$ cat config.mk
export PLATFORM = sky130hd
export DESIGN_NAME = dual_slot_rr_arbiter
export DESIGN_NICKNAME = d
export VERILOG_FILES = /design/src/rtl/dual_slot_rr_arbiter_pkg.sv /design/src/rtl/dual_slot_rr_arbiter_rr_priority_pick.sv /design/src/rtl/dual_slot_rr_arbiter.sv
export SDC_FILE = /design/constraint.sdc
export NUM_CORES = 1
export LEC_CHECK = 0
export CAP_MARGIN = 10
export CORE_ASPECT_RATIO = 1.2
export CORE_UTILIZATION = 33
export DETAILED_ROUTE_END_ITERATION = 8
export SLEW_MARGIN = 20
export SYNTH_ARGS = -nofsm -noshare
export SYNTH_HDL_FRONTEND = slang
export SYNTH_SLANG_ARGS = --single-unit
$ cat constraint.sdc
create_clock -name clk -period 15.6 [get_ports clk]
set_input_delay 1.56 -clock clk [delete_from_list [all_inputs] [get_ports clk]]
set_output_delay 1.56 -clock clk [all_outputs]
set_load 0.03 [all_outputs]
$ cat src/rtl/dual_slot_rr_arbiter_pkg.sv
// Shared definitions for the dual-slot round-robin arbiter: defaults, slot
// state encoding and the modulo-N index increment used by the pointer.
package dual_slot_rr_arbiter_pkg;

    localparam int N_REQ_DEF = 12;
    localparam int IDX_W_DEF = 4;

    typedef enum logic {
        SLOT_IDLE = 1'b0,
        SLOT_BUSY = 1'b1
    } slot_state_t;

    // Wraps at n rather than at a power of two.
    function automatic int idx_inc_mod(input int idx, input int n);
        return (idx + 1 >= n) ? 0 : idx + 1;
    endfunction

endpackage

$ cat src/rtl/dual_slot_rr_arbiter_rr_priority_pick.sv
// Combinational rotating-priority search: returns the first set bit of vec
// scanning from ptr upward and wrapping at N_REQ.
module rr_priority_pick #(
    parameter int N_REQ = 12,
    parameter int IDX_W = 4
) (
    input  logic [N_REQ-1:0] vec,
    input  logic [IDX_W-1:0] ptr,
    output logic             found,
    output logic [IDX_W-1:0] idx
);

    localparam logic [N_REQ-1:0] ONE = N_REQ'(1);

    int pos;

    always_comb begin
        found = 1'b0;
        idx   = '0;
        pos   = 0;
        for (int i = 0; i < N_REQ; i++) begin
            pos = int'(ptr) + i;
            if (pos >= N_REQ) begin
                pos = pos - N_REQ;
            end
            if (!found && (|(vec & (ONE << pos)))) begin
                found = 1'b1;
                idx   = IDX_W'(pos);
            end
        end
    end

endmodule

$ cat src/rtl/dual_slot_rr_arbiter.sv
// Two held service slots shared among N_REQ requesters; idle slots are
// filled each cycle by rotating priority and released by their done pulse.
module dual_slot_rr_arbiter
    import dual_slot_rr_arbiter_pkg::*;
#(
    parameter int N_REQ = N_REQ_DEF,
    parameter int IDX_W = IDX_W_DEF
) (
    input  logic             clk,
    input  logic             rst_n,
    input  logic [N_REQ-1:0] req,
    input  logic             done0,
    input  logic             done1,
    output logic             gnt0_valid,
    output logic [IDX_W-1:0] gnt0_idx,
    output logic             gnt1_valid,
    output logic [IDX_W-1:0] gnt1_idx,
    output logic [N_REQ-1:0] gnt
);

    localparam logic [N_REQ-1:0] ONE = N_REQ'(1);

    slot_state_t      state0, state0_n;
    slot_state_t      state1, state1_n;
    logic [IDX_W-1:0] idx0, idx0_n;
    logic [IDX_W-1:0] idx1, idx1_n;
    logic [IDX_W-1:0] rr_ptr, rr_ptr_n;
    logic [N_REQ-1:0] gnt_q, gnt_n;

    logic [N_REQ-1:0] busy_mask;
    logic [N_REQ-1:0] eligible;
    logic [N_REQ-1:0] second_vec;
    logic             found_a, found_b;
    logic [IDX_W-1:0] idx_a, idx_b;

    // A requester already holding a slot is never offered the other one.
    always_comb begin
        busy_mask = '0;
        if (state0 == SLOT_BUSY) begin
            busy_mask = busy_mask | (ONE << idx0);
        end
        if (state1 == SLOT_BUSY) begin
            busy_mask = busy_mask | (ONE << idx1);
        end
        eligible   = req & ~busy_mask;
        second_vec = eligible & ~(ONE << idx_a);
    end

    rr_priority_pick #(
        .N_REQ (N_REQ),
        .IDX_W (IDX_W)
    ) u_pick_first (
        .vec   (eligible),
        .ptr   (rr_ptr),
        .found (found_a),
        .idx   (idx_a)
    );

    rr_priority_pick #(
        .N_REQ (N_REQ),
        .IDX_W (IDX_W)
    ) u_pick_second (
        .vec   (second_vec),
        .ptr   (rr_ptr),
        .found (found_b),
        .idx   (idx_b)
    );

    always_ff @(posedge clk) begin
        if (!rst_n) begin
            state0 <= SLOT_IDLE;
            state1 <= SLOT_IDLE;
            idx0   <= '0;
            idx1   <= '0;
            rr_ptr <= '0;
            gnt_q  <= '0;
        end else begin
            state0 <= state0_n;
            state1 <= state1_n;
            idx0   <= idx0_n;
            idx1   <= idx1_n;
            rr_ptr <= rr_ptr_n;
            gnt_q  <= gnt_n;
        end
    end

    // Release decisions use the current state, so a slot freed this edge
    // cannot also be refilled this edge.
    always_comb begin
        state0_n = state0;
        state1_n = state1;
        idx0_n   = idx0;
        idx1_n   = idx1;
        rr_ptr_n = rr_ptr;

        if (state0 == SLOT_BUSY && done0) begin
            state0_n = SLOT_IDLE;
            idx0_n   = '0;
        end
        if (state1 == SLOT_BUSY && done1) begin
            state1_n = SLOT_IDLE;
            idx1_n   = '0;
        end

        if (state0 == SLOT_IDLE && state1 == SLOT_IDLE) begin
            if (found_a) begin
                state0_n = SLOT_BUSY;
                idx0_n   = idx_a;
                if (found_b) begin
                    state1_n = SLOT_BUSY;
                    idx1_n   = idx_b;
                    rr_ptr_n = IDX_W'(idx_inc_mod(int'(idx_b), N_REQ));
                end else begin
                    rr_ptr_n = IDX_W'(idx_inc_mod(int'(idx_a), N_REQ));
                end
            end
        end else if (state0 == SLOT_IDLE) begin
            if (found_a) begin
                state0_n = SLOT_BUSY;
                idx0_n   = idx_a;
                rr_ptr_n = IDX_W'(idx_inc_mod(int'(idx_a), N_REQ));
            end
        end else if (state1 == SLOT_IDLE) begin
            if (found_a) begin
                state1_n = SLOT_BUSY;
                idx1_n   = idx_a;
                rr_ptr_n = IDX_W'(idx_inc_mod(int'(idx_a), N_REQ));
            end
        end

        gnt_n = '0;
        if (state0_n == SLOT_BUSY) begin
            gnt_n = gnt_n | (ONE << idx0_n);
        end
        if (state1_n == SLOT_BUSY) begin
            gnt_n = gnt_n | (ONE << idx1_n);
        end
    end

    assign gnt0_valid = (state0 == SLOT_BUSY);
    assign gnt1_valid = (state1 == SLOT_BUSY);
    assign gnt0_idx   = idx0;
    assign gnt1_idx   = idx1;
    assign gnt        = gnt_q;

endmodule
Clock routing:
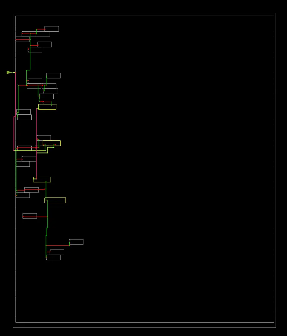
Layout Skew: 0.00344 ns
clkbuf count: 3
CTS Buf Count: 3

Where the registers sit:
Other sequential cells in the stronger gray, the rest of the logic in the fainter gray.
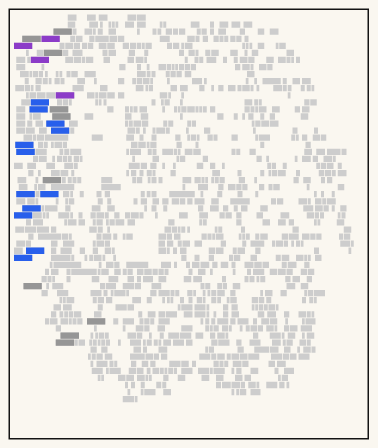
blue -> `gnt`  # sequential cells 12
purple -> `gnt0_idx`  # sequential cells 4, where north-west
not colored = 10

Gate families picked out:
The bar under the picture is 50 µm long.
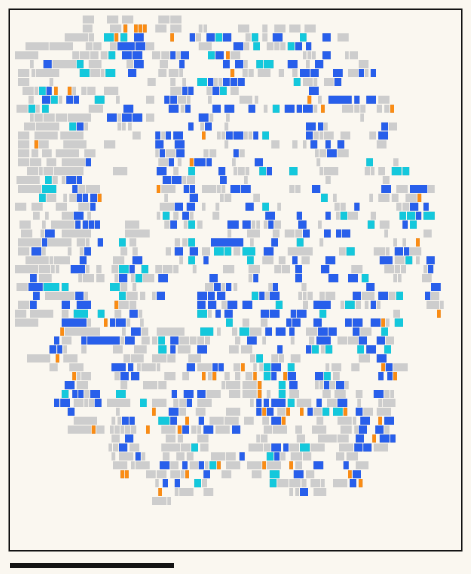
blue -> aoi and oai cells  # cells 310, most used a21oi_1, where spread over the die
orange -> inv cells  # cells 57, most used inv_1, where spread over the die
cyan -> and/or cells  # cells 102, most used and3_1, where spread over the die

## layer usage
layer  global-route usage  share of wire  vias to the layer above
met5                    0              0                        -
met4                0.227          0.083                        0
met3               0.0525          0.087                      156
met2                0.522           0.45                      541
met1                0.367           0.38                     4429
li1                     -              -                     4133
## logic make-up (layout without fill, tap and decap cells)
kind of cell | after synthesis | in the layout | share of synthesized area
AND-OR/OR-AND | 389 | 389 | 0.407
buffers and inverters | 109 | 116 | 0.0608
XOR/XNOR | 14 | 14 | 0.0189
multiplexers | 11 | 11 | 0.0156
other | 0 | 1 | 0
adder cells (fa/ha/maj) | 44 | 44 | 0.0756
flip-flops | 26 | 26 | 0.0715
AND/OR/NAND/NOR | 457 | 457 | 0.351
## placed cells by master, fill, tap and decap left out, types with 11 or more instances in the layout
| cell type | n |
|---|---|
| a211oi_1 | 11 |
| a21boi_0 | 11 |
| a21oi_1 | 53 |
| a221oi_1 | 16 |
| a31oi_1 | 27 |
| and2_1 | 24 |
| and3_1 | 25 |
| buf_4 | 18 |
| clkdlybuf4s50_1 | 37 |
| dfxtp_1 | 26 |
| ha_1 | 44 |
| inv_1 | 55 |
| nand2_1 | 104 |
| nand2b_1 | 13 |
| nand3_1 | 51 |
| nand4_1 | 15 |
| nor2_1 | 71 |
| nor2b_1 | 22 |
| nor3_1 | 28 |
| o211ai_1 | 14 |
| o21ai_0 | 41 |
| o22ai_1 | 21 |
| o31ai_1 | 12 |
| or2_2 | 14 |
| xnor2_1 | 11 |
## metrics by stage
step | hold slack, ns | std cells | instance area, µm²
floorplan | 0.809 | 1050 | 7280
global placement | 0.658 | 1327 | 7910
detailed placement | 0.677 | 1327 | 7910
CTS | 0.687 | 1331 | 8020
global route | 0.707 | 1331 | 8020
finish | 0.679 | 1332 | 8020
## flip-flops by register name (all words and copies together), names as in the netlist
signal,flops
gnt,12
gnt1_idx,4
gnt0_valid,1
rr_ptr,4
gnt1_valid,1
gnt0_idx,4
## cell type report
cell class              instances  area [µm²]  area share
multi-input cells             915        6330       0.789
flip-flops and latches         26         520      0.0649
repair buffers                 55         505      0.0630
well taps                     274         343      0.0428
inverters                      57         214      0.0267
clock buffers                   3        75.1     0.00936
clock inverters                 1        30.0     0.00375
diodes                          1        2.50    0.000312
## how the worst min path moves through the flow
| stage | startpoint | to | slack (ns) | depth (start not counted) |
|---|---|---|---|---|
| after floorplan | rr_ptr[0] | rr_ptr[0] | 0.81 | 3 |
| after global placement | rr_ptr[3] | rr_ptr[3] | 0.66 | 2 |
| after detailed placement | rr_ptr[3] | rr_ptr[3] | 0.68 | 2 |
| after CTS | rr_ptr[3] | rr_ptr[3] | 0.69 | 2 |
| after global routing | rr_ptr[3] | rr_ptr[3] | 0.71 | 2 |
| final | rr_ptr[3] | rr_ptr[3] | 0.68 | 2 |
==> qor.txt <==
R2R Path End - rr_ptr[2]
Crit. End Element - register
synth top area cells - ha_1 (7.6%), dfxtp_1 (7.1%), nand2_1 (5.4%)
post-synthesis sequential area ratio - 0.0715
FP Rows - 59
first-pass GRT wire length - 53000 µm
CTS resizes - 0
Die H - 165 µm
Log Warnings - 48
crit path kind - register to register
Final TNS setup - 0 ns
synth warn - 0
Post-CTS Setup Inserts - 0
Fill cells - 2346
RSZ-0062 raised after global routing - no
Area growth, synth to finish - 10.1%
GRT overflow - 0
period utilization - 0.729
Top FF cell, synth - dfxtp_1
vias per cell - 6.95
Syn Inst Count - 1050
Hold Crit Class - register to register
count of final hold-check violations - 0
R2R depth - 32
Max Cap Viol - 0
run status - completed
asr flop ratio synth - 0
R2R Path Start - rr_ptr[2]
Buf/Inv on CP - 5
Post-synth EDFFs - 0
Vias - 9259
final core utilization - 0.369
max-slew violations - 0
CP max stage delay - 0.82 ns
Final nets - 1118
most frequent cells after synthesis - nand2_1 (104), nor2_1 (71), inv_1 (55)
setup ws final - 4.22 ns
routed wire length - 36000 µm
measured slew at the worst slew-check pin - 1.08 ns
